--- config.mk ---
export PLATFORM = sky130hd
export DESIGN_NAME = async_fifo_wr_ctrl_flat
export DESIGN_NICKNAME = d
export VERILOG_FILES = /design/src/rtl/async_fifo_wr_ctrl_if.sv /design/src/rtl/async_fifo_wr_ctrl.sv /design/src/flat_wrapper.sv
export SDC_FILE = /design/constraint.sdc
export NUM_CORES = 1
export LEC_CHECK = 0
export CORE_MARGIN = 2
export CORE_UTILIZATION = 49
export DETAILED_ROUTE_END_ITERATION = 6
export PLACE_DENSITY_LB_ADDON = 0.12
export SYNTH_ARGS = -nofsm -noshare
export SYNTH_HDL_FRONTEND = slang
export SYNTH_SLANG_ARGS = --single-unit
--- constraint.sdc ---
create_clock -name wr_clk -period 2.97 [get_ports wr_clk]
set_input_delay 0.4455 -clock wr_clk [delete_from_list [all_inputs] [get_ports wr_clk]]
set_output_delay 0.4455 -clock wr_clk [all_outputs]
set_load 0.01 [all_outputs]
--- src/rtl/async_fifo_wr_ctrl_if.sv ---
// Write-side bundle of the dual-clock FIFO: producer handshake, RAM write port
// and the Gray pointers exchanged with the read domain.
interface async_fifo_wr_ctrl_if #(
  parameter int SIZE = 3
);
  logic            wr_req;
  logic [SIZE:0]   rd_ptr_gray;
  logic            wr_en;
  logic [SIZE-1:0] wrt_ptr;
  logic [SIZE:0]   wr_ptr_gray;
  logic            full;
  logic            almost_full;
  logic [SIZE:0]   wr_level;
  logic            overflow;

  modport master (
    output wr_req, rd_ptr_gray,
    input  wr_en, wrt_ptr, wr_ptr_gray, full, almost_full, wr_level, overflow
  );

  modport slave (
    input  wr_req, rd_ptr_gray,
    output wr_en, wrt_ptr, wr_ptr_gray, full, almost_full, wr_level, overflow
  );
endinterface

--- src/rtl/async_fifo_wr_ctrl.sv ---
// Write-domain controller of the dual-clock FIFO: write pointer/address generation,
// read-pointer synchronisation and pessimistic full/almost-full/level flags.
module async_fifo_wr_ctrl #(
  parameter int SIZE         = 3,
  parameter int AFULL_MARGIN = 2
) (
  input logic                 wr_clk,
  input logic                 rst,
  async_fifo_wr_ctrl_if.slave bus
);

  localparam logic [SIZE:0] AFULL_THR = (SIZE+1)'(2**SIZE - AFULL_MARGIN);

  function automatic logic [SIZE:0] bin2gray(input logic [SIZE:0] b);
    return b ^ (b >> 1);
  endfunction

  function automatic logic [SIZE:0] gray2bin(input logic [SIZE:0] g);
    logic [SIZE:0] b;
    b[SIZE] = g[SIZE];
    for (int i = SIZE - 1; i >= 0; i--) begin
      b[i] = b[i+1] ^ g[i];
    end
    return b;
  endfunction

  logic [SIZE:0] wr_bin_r;
  logic [SIZE:0] wr_gray_r;
  logic [SIZE:0] rd_s1_r;
  logic [SIZE:0] rd_s2_r;
  logic          full_r;
  logic          almost_full_r;
  logic [SIZE:0] wr_level_r;
  logic          overflow_r;

  logic          wr_en_s;
  logic [SIZE:0] wr_bin_next_s;
  logic [SIZE:0] wr_gray_next_s;
  logic [SIZE:0] rd_bin_next_s;
  logic          full_next_s;
  logic          almost_full_next_s;
  logic [SIZE:0] wr_level_next_s;

  // Push acceptance; reset gating keeps the RAM quiet before the flags are valid.
  always_comb begin
    wr_en_s = bus.wr_req & ~full_r & ~rst;
  end

  // Next-state pointers and flags; rd_s1_r is the value rd_s2 loads this edge.
  // Flags only need recomputing when the write pointer or the synchronised read
  // pointer actually moves; otherwise they already equal f(wr_bin_r, rd_s2_r).
  always_comb begin
    wr_bin_next_s      = wr_bin_r + {{SIZE{1'b0}}, wr_en_s};
    wr_gray_next_s     = bin2gray(wr_bin_next_s);
    rd_bin_next_s      = gray2bin(rd_s1_r);
    full_next_s        = full_r;
    wr_level_next_s    = wr_level_r;
    almost_full_next_s = almost_full_r;
    if (wr_en_s || (rd_s1_r != rd_s2_r)) begin
      full_next_s        = (wr_gray_next_s == {~rd_s1_r[SIZE:SIZE-1], rd_s1_r[SIZE-2:0]});
      wr_level_next_s    = wr_bin_next_s - rd_bin_next_s;
      almost_full_next_s = (wr_level_next_s >= AFULL_THR);
    end else begin
      full_next_s        = full_r;
      wr_level_next_s    = wr_level_r;
      almost_full_next_s = almost_full_r;
    end
  end

  // State registers: pointers, synchroniser stages, flags and sticky overflow.
  always_ff @(posedge wr_clk) begin
    if (rst) begin
      wr_bin_r      <= '0;
      wr_gray_r     <= '0;
      rd_s1_r       <= '0;
      rd_s2_r       <= '0;
      full_r        <= 1'b0;
      almost_full_r <= 1'b0;
      wr_level_r    <= '0;
      overflow_r    <= 1'b0;
    end else begin
      wr_bin_r      <= wr_bin_next_s;
      wr_gray_r     <= wr_gray_next_s;
      rd_s1_r       <= bus.rd_ptr_gray;
      rd_s2_r       <= rd_s1_r;
      full_r        <= full_next_s;
      almost_full_r <= almost_full_next_s;
      wr_level_r    <= wr_level_next_s;
      overflow_r    <= overflow_r | (bus.wr_req & full_r);
    end
  end

  assign bus.wr_en       = wr_en_s;
  assign bus.wrt_ptr     = wr_bin_r[SIZE-1:0];
  assign bus.wr_ptr_gray = wr_gray_r;
  assign bus.full        = full_r;
  assign bus.almost_full = almost_full_r;
  assign bus.wr_level    = wr_level_r;
  assign bus.overflow    = overflow_r;

endmodule

--- src/flat_wrapper.sv ---
// flat-port wrapper written by rule: the top's interface ports become plain ports
module async_fifo_wr_ctrl_flat 
#(
  parameter int SIZE         = 3,
  parameter int AFULL_MARGIN = 2
)
  (wr_clk, rst, bus_wr_req, bus_rd_ptr_gray, bus_wr_en, bus_wrt_ptr, bus_wr_ptr_gray, bus_full, bus_almost_full, bus_wr_level, bus_overflow);
  async_fifo_wr_ctrl_if #(.SIZE(SIZE)) bus_i ();
  input logic wr_clk;
  input logic rst;
  input wire logic [$bits(bus_i.wr_req)-1:0] bus_wr_req;
  input wire logic [$bits(bus_i.rd_ptr_gray)-1:0] bus_rd_ptr_gray;
  output wire logic [$bits(bus_i.wr_en)-1:0] bus_wr_en;
  output wire logic [$bits(bus_i.wrt_ptr)-1:0] bus_wrt_ptr;
  output wire logic [$bits(bus_i.wr_ptr_gray)-1:0] bus_wr_ptr_gray;
  output wire logic [$bits(bus_i.full)-1:0] bus_full;
  output wire logic [$bits(bus_i.almost_full)-1:0] bus_almost_full;
  output wire logic [$bits(bus_i.wr_level)-1:0] bus_wr_level;
  output wire logic [$bits(bus_i.overflow)-1:0] bus_overflow;
  assign bus_i.wr_req = bus_wr_req;
  assign bus_i.rd_ptr_gray = bus_rd_ptr_gray;
  assign bus_wr_en = bus_i.wr_en;
  assign bus_wrt_ptr = bus_i.wrt_ptr;
  assign bus_wr_ptr_gray = bus_i.wr_ptr_gray;
  assign bus_full = bus_i.full;
  assign bus_almost_full = bus_i.almost_full;
  assign bus_wr_level = bus_i.wr_level;
  assign bus_overflow = bus_i.overflow;
  async_fifo_wr_ctrl #(.SIZE(SIZE), .AFULL_MARGIN(AFULL_MARGIN)) u_core (.wr_clk(wr_clk), .rst(rst), .bus(bus_i));
endmodule
==> results.json, run 1 <==
{
  "finalInstanceArea_sq_um": 1320,
  "design.seq.count": 22,
  "hold_buffers": 0,
  "pre_cts_slack_ns": 0.126,
  "post_cts_resized": 0,
  "h-tree-depth": 1,
  "die_w_microns": 50.9,
  "ys_sh_adder_pct": 7.67,
  "cts_tree": "built",
  "root_buffer": "clkbuf_4",
  "num-nonclk-buffers": 24,
  "syn-cell-area_sq_um": 1080,
  "clock_buffers": 3,
  "synth_seq_share_pct": 40.9,
  "clock_path_buffers": 2,
  "ios": 22,
  "final_max_slew_viol_count": 0,
  "placed_cells": 153,
  "max_slew_margin_pct": 65.3,
  "die-area_sq_um": 2590,
  "layout_top_cell": "dfxtp_1",
  "syn_inst": 107,
  "grt_first_pass_wirelength_microns": 3100,
  "track_usage_pct": 15.9,
  "setup_viol": 0,
  "power-top-group": "sequential cells",
  "fp_util_pct": 53.3,
  "worstPathCellList": "clkdlybuf4s50_1 -> nor3b_2 -> ha_1 -> ha_1 -> xnor2_2 -> inv_1 -> ha_1 -> xnor2_1 -> nand2b_1 -> a311oi_2",
  "power_w": 0.000634,
  "fin_nets": 144,
  "postRouteAntennaNets": 0,
  "use_met1_pct": 20.9,
  "cp-start-kind": "input port",
  "finalNonFillerCells": 156,
  "status": "completed",
  "dieHeight_microns": 50.9,
  "cp-end-kind": "flip-flop",
  "top_logic_kind": "simple AND/OR/NAND/NOR gates",
  "crit_buf_inv": 2,
  "critPathRequiredTime_ns": 3.19,
  "antenna_cells": 0,
  "p_int_w": 0.000462,
  "peakVddDrop_mv": 0.319,
  "wl_met1_microns": 850,
  "tap_cells": 27,
  "vias_per_cell": 4.93,
  "holdWs_ns": 0.497,
  "dp_hpwl_microns": 1340
}
[run 1: cell families after synthesis]
group / after synthesis
flip-flops: 22
AND/OR/NAND/NOR: 36
multiplexers: 1
adder cells (fa/ha/maj): 6
buffers and inverters: 12
XOR/XNOR: 19
AND-OR/OR-AND: 11
[run 1: cells in the mapped netlist]
cell / instances / area share, %
nor3b_2: 1 / 1.2
buf_4: 1 / 0.70
and3_1: 2 / 1.2
a21oi_1: 3 / 1.4
dfxtp_1: 22 / 41
a211oi_1: 1 / 0.70
mux2i_1: 1 / 0.93
ha_1: 5 / 5.8
nand4b_1: 1 / 0.81
a21o_1: 1 / 0.70
a31oi_1: 1 / 0.58
fa_1: 1 / 1.9
nand3_1: 1 / 0.46
buf_6: 3 / 3.1
nand2b_1: 1 / 0.58
o211ai_1: 1 / 0.70
and3_2: 1 / 0.70
nor4b_1: 1 / 0.81
nand2_1: 2 / 0.70
clkbuf_1: 1 / 0.35
xnor2_1: 10 / 8.1
a211oi_2: 2 / 2.3
xor2_1: 7 / 5.7
xnor2_2: 2 / 3.0
nor2b_1: 8 / 4.6
nor3_1: 3 / 1.4
nor2_1: 13 / 4.5
or3_1: 1 / 0.58
inv_1: 7 / 2.4
o32ai_1: 1 / 0.81
nand3_2: 1 / 0.93
a311oi_2: 1 / 1.4
[run 1: path summary, 6_finish.rpt]
kind | from | endpoint | slack (ns) | depth (start not counted)
setup / recovery | rst | u_core.bus.almost_full | 0.44 | 10
hold / removal | u_core.bus.overflow | u_core.bus.overflow | 0.50 | 2
hold reg to reg | u_core.bus.overflow | u_core.bus.overflow | 0.50 | 2
setup reg to reg | u_core.rd_s1_r[3] | u_core.bus.almost_full | 0.61 | 8
### Clock nets, run 1

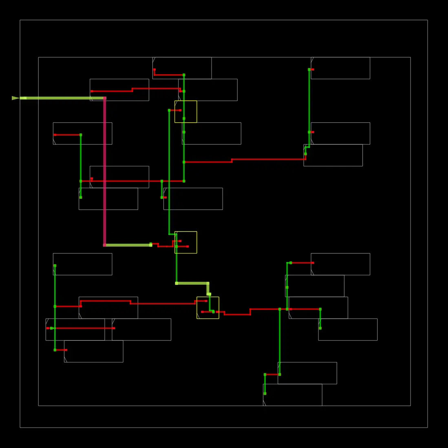
Num CTS Buffers: 3
Latency at later pin: 0.30 ns
Clk. pwr: 0.000127 W

### Placed cells, one color a class, run 1

Fill, decap, tap and diode cells in gray.
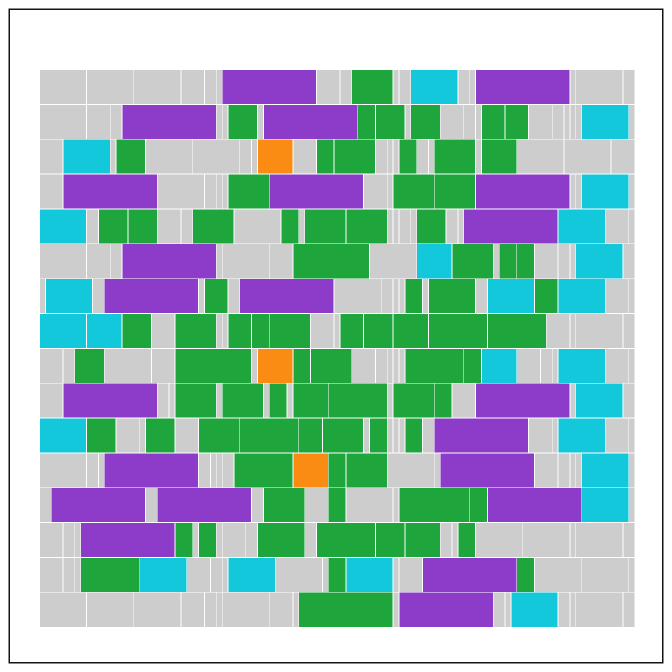
Orange shows cells driving clock nets, cells 3. Green shows all other logic, cells 80. Purple shows flops, cells 22. Cyan shows other buffers and delay cells, cells 24.

### Signal wires on met3, run 1

Bar = 20 microns.
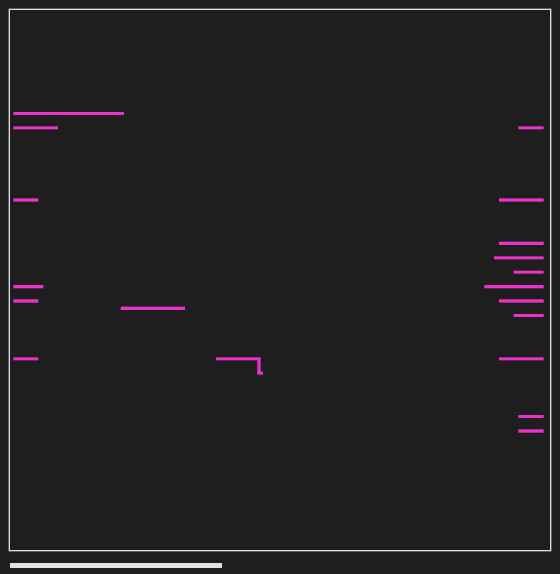
The wires run mostly horizontal. The layer carries 70.6 microns of wire. The layer holds 4.1% of the routed length. 18 nets have wire on it. The longest straight run is 10.1 microns.

### Met1 routing, run 1

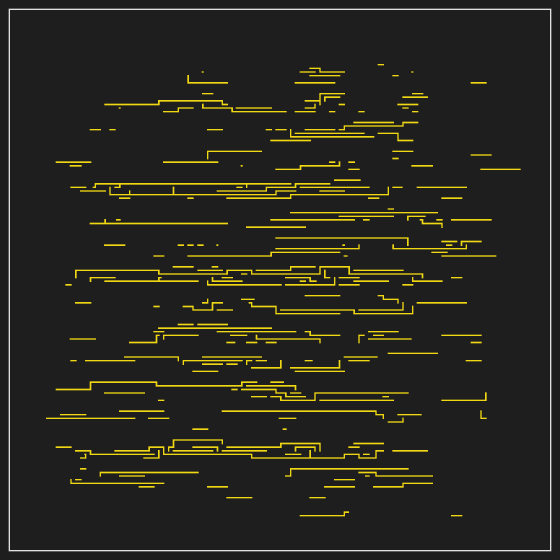
The longest straight run is 18.4 microns. The wires run mostly horizontal. The layer holds 49% of the routed length.

### Wire density map, run 1

Bar = 20 microns. 10 x 10 tiles, from dark blue (low) to red (high), scaled to the fullest tile. Values are wire area over tile area, all layers added.
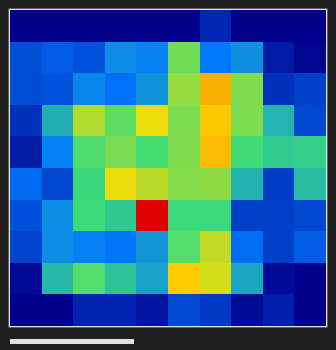

==> inputs of run 2 (changes only) <==
ABC_AREA = 1   (was unset)
CORE_UTILIZATION = 50   (was 49)
### Wire density map, run 2

Bar = 20 microns. 10 x 10 tiles, from dark blue (low) to red (high), scaled to the fullest tile. Values are wire area over tile area, all layers added.
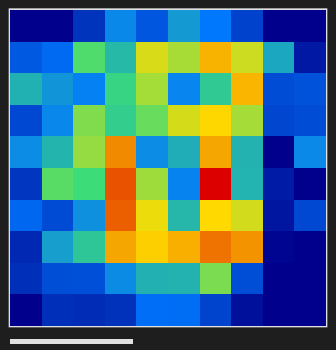
The densest ninth of the die: center. The mean over all tiles is 0.14. 29% of the tiles are over half the peak. 13% of the tiles are nearly empty. The fullest tile reaches 0.39.

==> run 2 against run 1 <==
Compared with the run above:
- synthesized cell count is 49% higher
- combinational power rose by 6%
- final cell count rose by 35%
- register-to-register slack better by 0.03 ns
- largest cell class unchanged
- count of clock-buffer cells in the layout stayed put
- sequential power about the same
- cell area up 6.4%
- clock skew is essentially flat
==> results.json, run 2 <==
{
  "ios": 22,
  "max_slew_margin_pct": 80.3,
  "track_usage_pct": 21.0,
  "status": "completed",
  "root_buffer": "clkbuf_4",
  "synth_seq_share_pct": 38.9,
  "cts_buffers": 3,
  "cts_tree": "built",
  "finalInstanceArea_sq_um": 1410,
  "antenna_cells": 0,
  "drc_errors": 0,
  "clock_latency_ns": 0.30,
  "final_max_slew_viol_count": 0,
  "dieHeight_microns": 51.6,
  "cp-end-kind": "flip-flop",
  "async_reset_ff_share_pct": 0,
  "grt_first_pass_wirelength_microns": 4150,
  "die_w_microns": 51.6,
  "fin_nets": 198,
  "top_cell": "nand2_1",
  "worstPathCellList": "clkdlybuf4s50_1 -> inv_1 -> nand3_1 -> inv_1 -> ha_1 -> ha_1 -> inv_1 -> fa_1 -> xnor2_1 -> nand3_2 -> nand2_1 -> nor2_1 -> nor2_1",
  "clock_skew_ns": 0.00275,
  "ys_area_sq_um": 1130,
  "topCellsByArea": "dfxtp_1 39%, nand2_1 13%, inv_1 7.6%",
  "setup_viol": 0,
  "fp_util_pct": 52.1,
  "pre_cts_slack_ns": 0.0373,
  "synth_top_cell_by_area": "dfxtp_1",
  "post_cts_resized": 0,
  "edf_count": 0,
  "power_w": 0.000647,
  "cp-start-kind": "input port",
  "yosys.area.top_type_share_pct": 38.9,
  "syn-cell-area_sq_um": 1130,
  "hold_buffers": 0,
  "h-tree-depth": 1,
  "crit_path_start": "rst",
  "netlist_top_cells_count": "40 x nand2_1, 23 x inv_1, 23 x nor2_1",
  "vias_per_cell": 4.88,
  "ff_type": "dfxtp_1",
  "peakVddDrop_mv": 0.342,
  "dp_hpwl_microns": 1850,
  "layout_top_cell": "nand2_1",
  "worstHoldStart": "u_core.bus.wr_level[2]",
  "postRouteAntennaNets": 0,
  "clock_path_buffers": 2
}
### Signal wires on met3, run 2

Bar = 20 microns.
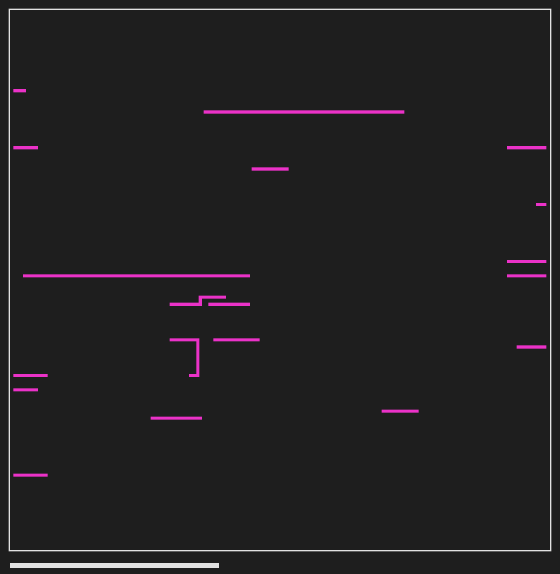
17 nets have wire on it. The layer carries 96.1 microns of wire. The wires run mostly horizontal. The layer holds 4.1% of the routed length. The longest straight run is 21.4 microns.
via count: 1,030
Detailed Route WL: 2330 microns
grt met3 use: 3.74%

==> run 2: final timing paths <==
kind / cells past startpoint / to / slack [ns]
worst max-delay path: 13 / u_core.bus.almost_full / 0.35
worst min-delay path: 2 / u_core.bus.wr_level[2] / 0.48
worst max register to register: 12 / u_core.bus.almost_full / 0.64
worst min register to register: 2 / u_core.bus.wr_level[2] / 0.48
==> run 2: kinds of logic after synthesis <==
group	count (synthesis)	synth area share (%)
simple gates	87	34.2
buf+inv	26	8.63
flops	22	38.9
compound gates	11	4.87
xor+xnor	7	6.08
fa+ha+maj	6	7.30
==> run 2: final cells by class <==
| class | count | area, sq um |
|---|---|---|
| repair buffers | 23 | 225 |
| fillers | 206 | 763 |
| multi-input cells | 111 | 593 |
| clock buffers | 3 | 22.5 |
| well taps | 28 | 35.0 |
| inverters | 24 | 90.1 |
| flip-flops and latches | 22 | 440 |
==> run 2: through the flow <==
step	hold WS [ns]	cells	utilization, %
after floorplan	0.481	159	-
after global placement	0.453	208	63.8
after detailed placement	0.462	208	63.8
after CTS	0.481	211	64.8
after global routing	0.533	211	64.8
final	0.476	211	64.8
==> run 2: power by group <==
group | switching [W] | internal, W
Sequential | 0.0000151 | 0.000319
Combinational | 0.0000942 | 0.0000885
Clock | 0.0000832 | 0.0000472
==> run 2: per-layer routing <==
metal | global-route usage, % | wire length (microns) | up-vias
li1 | - | - | 539
met1 | 25.7 | 1070 | 463
met2 | 36.5 | 1150 | 26
met3 | 3.74 | 96 | 2
met4 | 8.33 | 17 | 0
met5 | 0 | 0 | -
==> run 2: critical path, delay by kind of cell <==
family        cells  cell delay [ns]
fa+ha+maj         3             1.06
simple gates      5             0.38
xor+xnor          1             0.22
buf+inv           4             0.75
No activity file was given, so power comes from the tool's default toggle rates.
